==> images/m1.png <==
The bar under the picture is 20 um long. Supply wires on this layer in grey.
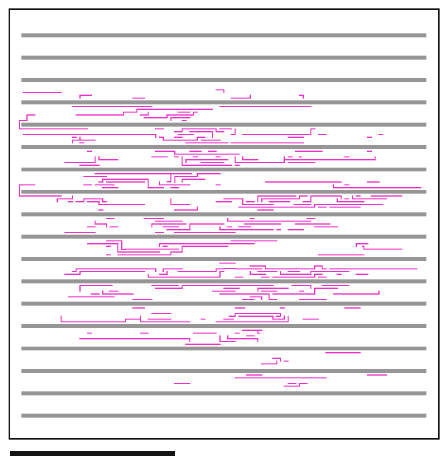
==> images/m3.png <==
The bar under the picture is 20 um long. Cells faint in the background.
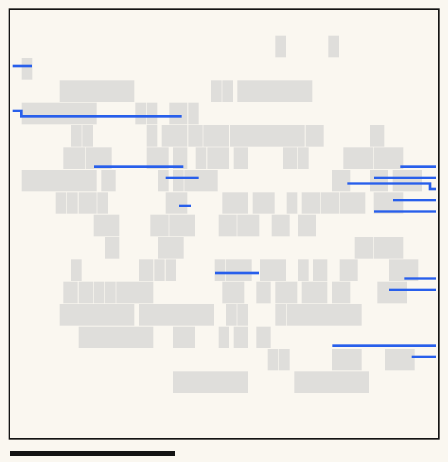
==> images/congestion_map.png <==
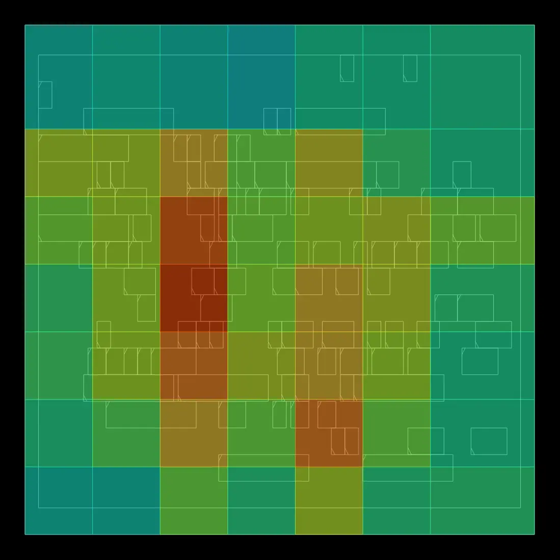
File: config.mk
export PLATFORM = sky130hd
export DESIGN_NAME = load_alarm_flat
export DESIGN_NICKNAME = d
export VERILOG_FILES = /design/src/rtl/load_alarm_if.sv /design/src/rtl/load_alarm.sv /design/src/flat_wrapper.sv
export SDC_FILE = /design/constraint.sdc
export NUM_CORES = 1
export LEC_CHECK = 0
export CORE_MARGIN = 1
export CORE_UTILIZATION = 30
export DETAILED_ROUTE_END_ITERATION = 16
export HOLD_SLACK_MARGIN = 0.03
export PLACE_DENSITY = 0.53
export SYNTH_ARGS = -nofsm -noshare
export SYNTH_HDL_FRONTEND = slang
export SYNTH_SLANG_ARGS = --single-unit
export TNS_END_PERCENT = 20
File: constraint.sdc
create_clock -name clk -period 3.55 [get_ports clk]
set_input_delay 0.355 -clock clk [delete_from_list [all_inputs] [get_ports clk]]
set_output_delay 0.355 -clock clk [all_outputs]
set_load 0.01 [all_outputs]
File: src/rtl/load_alarm_if.sv
// Bundle between the load counter / shedder side and the load_alarm qualifier.
// master drives the counter level, full flag, ack and peak clear; slave drives warn/alarm/shed/peak.
interface load_alarm_if;
   logic       Q2;
   logic       Q1;
   logic       Q0;
   logic       A;
   logic       ack;
   logic       peak_clr;
   logic       warn;
   logic       alarm;
   logic       shed;
   logic [2:0] peak;

   modport master (
      output Q2, Q1, Q0, A, ack, peak_clr,
      input  warn, alarm, shed, peak
   );

   modport slave (
      input  Q2, Q1, Q0, A, ack, peak_clr,
      output warn, alarm, shed, peak
   );
endinterface

File: src/rtl/load_alarm.sv
// Qualifies the load counter's full flag into warn/alarm with hysteresis, a shed pulse and a hold-off.
// Optional peak-level tracking is enabled by defining LOAD_PEAK_EN.
module load_alarm #(
   parameter int FULL_CYCLES = 4,
   parameter int HOLD_CYCLES = 8,
   parameter int WARN_LEVEL  = 5,
   parameter int CLEAR_LEVEL = 3
) (
   input  logic         clk,
   input  logic         reset,
   load_alarm_if.slave  bus
);

   typedef enum logic [1:0] {
      NORMAL,
      WARN,
      ALARM,
      HOLD
   } stateT;

   localparam logic [7:0] FULL_LAST = 8'(FULL_CYCLES - 1);
   localparam logic [7:0] HOLD_LAST = 8'(HOLD_CYCLES - 1);
   localparam logic [2:0] WARN_LVL  = 3'(WARN_LEVEL);
   localparam logic [2:0] CLEAR_LVL = 3'(CLEAR_LEVEL);

   stateT      state;
   stateT      stateNext;
   logic [7:0] cnt;
   logic [7:0] cntNext;
   logic       shedReg;
   logic       shedNext;
   logic [2:0] level;

   assign level = {bus.Q2, bus.Q1, bus.Q0};

   always_ff @(posedge clk or negedge reset) begin
      if (!reset) begin
         state   <= NORMAL;
         cnt     <= 8'd0;
         shedReg <= 1'b0;
      end else begin
         state   <= stateNext;
         cnt     <= cntNext;
         shedReg <= shedNext;
      end
   end

   // cnt doubles as WARN dwell counter and HOLD timer; every state change zeroes it
   always_comb begin
      stateNext = state;
      cntNext   = cnt;
      shedNext  = 1'b0;
      case (state)
         NORMAL: begin
            cntNext = 8'd0;
            if (level >= WARN_LVL) begin
               stateNext = WARN;
            end
         end
         WARN: begin
            if (level < WARN_LVL) begin
               stateNext = NORMAL;
               cntNext   = 8'd0;
            end else if (!bus.A) begin
               cntNext = 8'd0;
            end else if (cnt == FULL_LAST) begin
               stateNext = ALARM;
               cntNext   = 8'd0;
               shedNext  = 1'b1;
            end else begin
               cntNext = cnt + 8'd1;
            end
         end
         ALARM: begin
            if (bus.ack && (level <= CLEAR_LVL)) begin
               stateNext = HOLD;
               cntNext   = 8'd0;
            end
         end
         HOLD: begin
            if (bus.A) begin
               stateNext = ALARM;
               cntNext   = 8'd0;
               shedNext  = 1'b1;
            end else if (cnt == HOLD_LAST) begin
               stateNext = NORMAL;
               cntNext   = 8'd0;
            end else begin
               cntNext = cnt + 8'd1;
            end
         end
         default: begin
            stateNext = NORMAL;
            cntNext   = 8'd0;
         end
      endcase
   end

   assign bus.warn  = (state == WARN) || (state == HOLD);
   assign bus.alarm = (state == ALARM);
   assign bus.shed  = shedReg;

`ifdef LOAD_PEAK_EN
   logic [2:0] peakReg;

   // a clear reloads from the live level rather than zero so the next max starts from now
   always_ff @(posedge clk or negedge reset) begin
      if (!reset) begin
         peakReg <= 3'd0;
      end else if (bus.peak_clr) begin
         peakReg <= level;
      end else if (level > peakReg) begin
         peakReg <= level;
      end
   end

   assign bus.peak = peakReg;
`else
   logic unusedPeakClr;

   assign unusedPeakClr = bus.peak_clr;
   assign bus.peak      = 3'b000;
`endif

endmodule

File: src/flat_wrapper.sv
// flat-port wrapper written by rule: the top's interface ports become plain ports
module load_alarm_flat 
#(
   parameter int FULL_CYCLES = 4,
   parameter int HOLD_CYCLES = 8,
   parameter int WARN_LEVEL  = 5,
   parameter int CLEAR_LEVEL = 3
)
  (clk, reset, bus_Q2, bus_Q1, bus_Q0, bus_A, bus_ack, bus_peak_clr, bus_warn, bus_alarm, bus_shed, bus_peak);
  load_alarm_if bus_i ();
  input  logic clk;
  input  logic reset;
  input wire logic [$bits(bus_i.Q2)-1:0] bus_Q2;
  input wire logic [$bits(bus_i.Q1)-1:0] bus_Q1;
  input wire logic [$bits(bus_i.Q0)-1:0] bus_Q0;
  input wire logic [$bits(bus_i.A)-1:0] bus_A;
  input wire logic [$bits(bus_i.ack)-1:0] bus_ack;
  input wire logic [$bits(bus_i.peak_clr)-1:0] bus_peak_clr;
  output wire logic [$bits(bus_i.warn)-1:0] bus_warn;
  output wire logic [$bits(bus_i.alarm)-1:0] bus_alarm;
  output wire logic [$bits(bus_i.shed)-1:0] bus_shed;
  output wire logic [$bits(bus_i.peak)-1:0] bus_peak;
  assign bus_i.Q2 = bus_Q2;
  assign bus_i.Q1 = bus_Q1;
  assign bus_i.Q0 = bus_Q0;
  assign bus_i.A = bus_A;
  assign bus_i.ack = bus_ack;
  assign bus_i.peak_clr = bus_peak_clr;
  assign bus_warn = bus_i.warn;
  assign bus_alarm = bus_i.alarm;
  assign bus_shed = bus_i.shed;
  assign bus_peak = bus_i.peak;
  load_alarm #(.FULL_CYCLES(FULL_CYCLES), .HOLD_CYCLES(HOLD_CYCLES), .WARN_LEVEL(WARN_LEVEL), .CLEAR_LEVEL(CLEAR_LEVEL)) u_core (.clk(clk), .reset(reset), .bus(bus_i));
endmodule
==> flow_summary.toml <==
# generated from flow reports
[global_route]
grtUsageTotal = 0.137
grt-ovfl-total = 0

[power_and_ir_drop]
clockPowerShare = 0.365

[die]
rows = 17
coreArea_mm2 = 0.00228
die-area_mm2 = 0.00271

[critical_path]
crit_buf_inv = 1
cp_slowest_cell = "o32ai_1"
critPathKind = "input port to register"
cp_top_family = "AND-OR/OR-AND gates"

[final_timing]
rsz0062_at_grt = "false"
fin_ws_ns = 1.57

[clock_network]
ctsHtreeMaxLevel = 1
postCtsSetupBuffers = 0
clock_latency_ns = 0.27

[placement]
post-place-ws_ns = 1.31
placed_cell_area_um2 = 840
io_buffer_count = 9

[status]
status = "finished, final reports clean"

[drt]
wl_met2_um = 740
wl_per_cell_um = 12.8

[logic_synthesis]
synthXorXnorAreaFrac = 0

[finish]
ff_latch_area_um2 = 275
final-clk-cell-share = 0.0303
Back to the opening pictures, m1.png:
wire length on this layer = 813 um
nets with wire on the layer = 93
main direction = horizontal

Back to the opening pictures, m3.png:
main direction = horizontal
nets with wire on the layer = 14
wire length on this layer = 102 um
share of all routed wire = 6.1%
longest straight run = 19.3 um

Back to the opening pictures, congestion_map.png:
final core utilization: 0.380
gr busiest metal: met2
GR Util met1: 0.193
GR Util met3: 0.0234

[cell usage after synthesis (all sizes together)]
cell type	count	share of area
nor2b	3	0.025
nand3	4	0.027
or4	2	0.025
a21oi	2	0.013
or3b	1	0.012
o21ai	5	0.033
o22ai	1	0.0083
o31a	1	0.012
a31o	1	0.012
clkbuf	3	0.015
nand3b	1	0.010
conb	1	0.0050
nor4	1	0.0083
dfrtp	11	0.37
o32ai	1	0.012
a22o	1	0.012
and2	3	0.025
buf	5	0.043
o31ai	1	0.010
a31oi	2	0.017
nor3	3	0.020
nand2b	1	0.0083
or3	2	0.018
or2	2	0.017
o21a	2	0.020
o311ai	1	0.012
nor2	6	0.030
o221ai	5	0.058
nand2	17	0.085
ha	1	0.017
inv	5	0.025
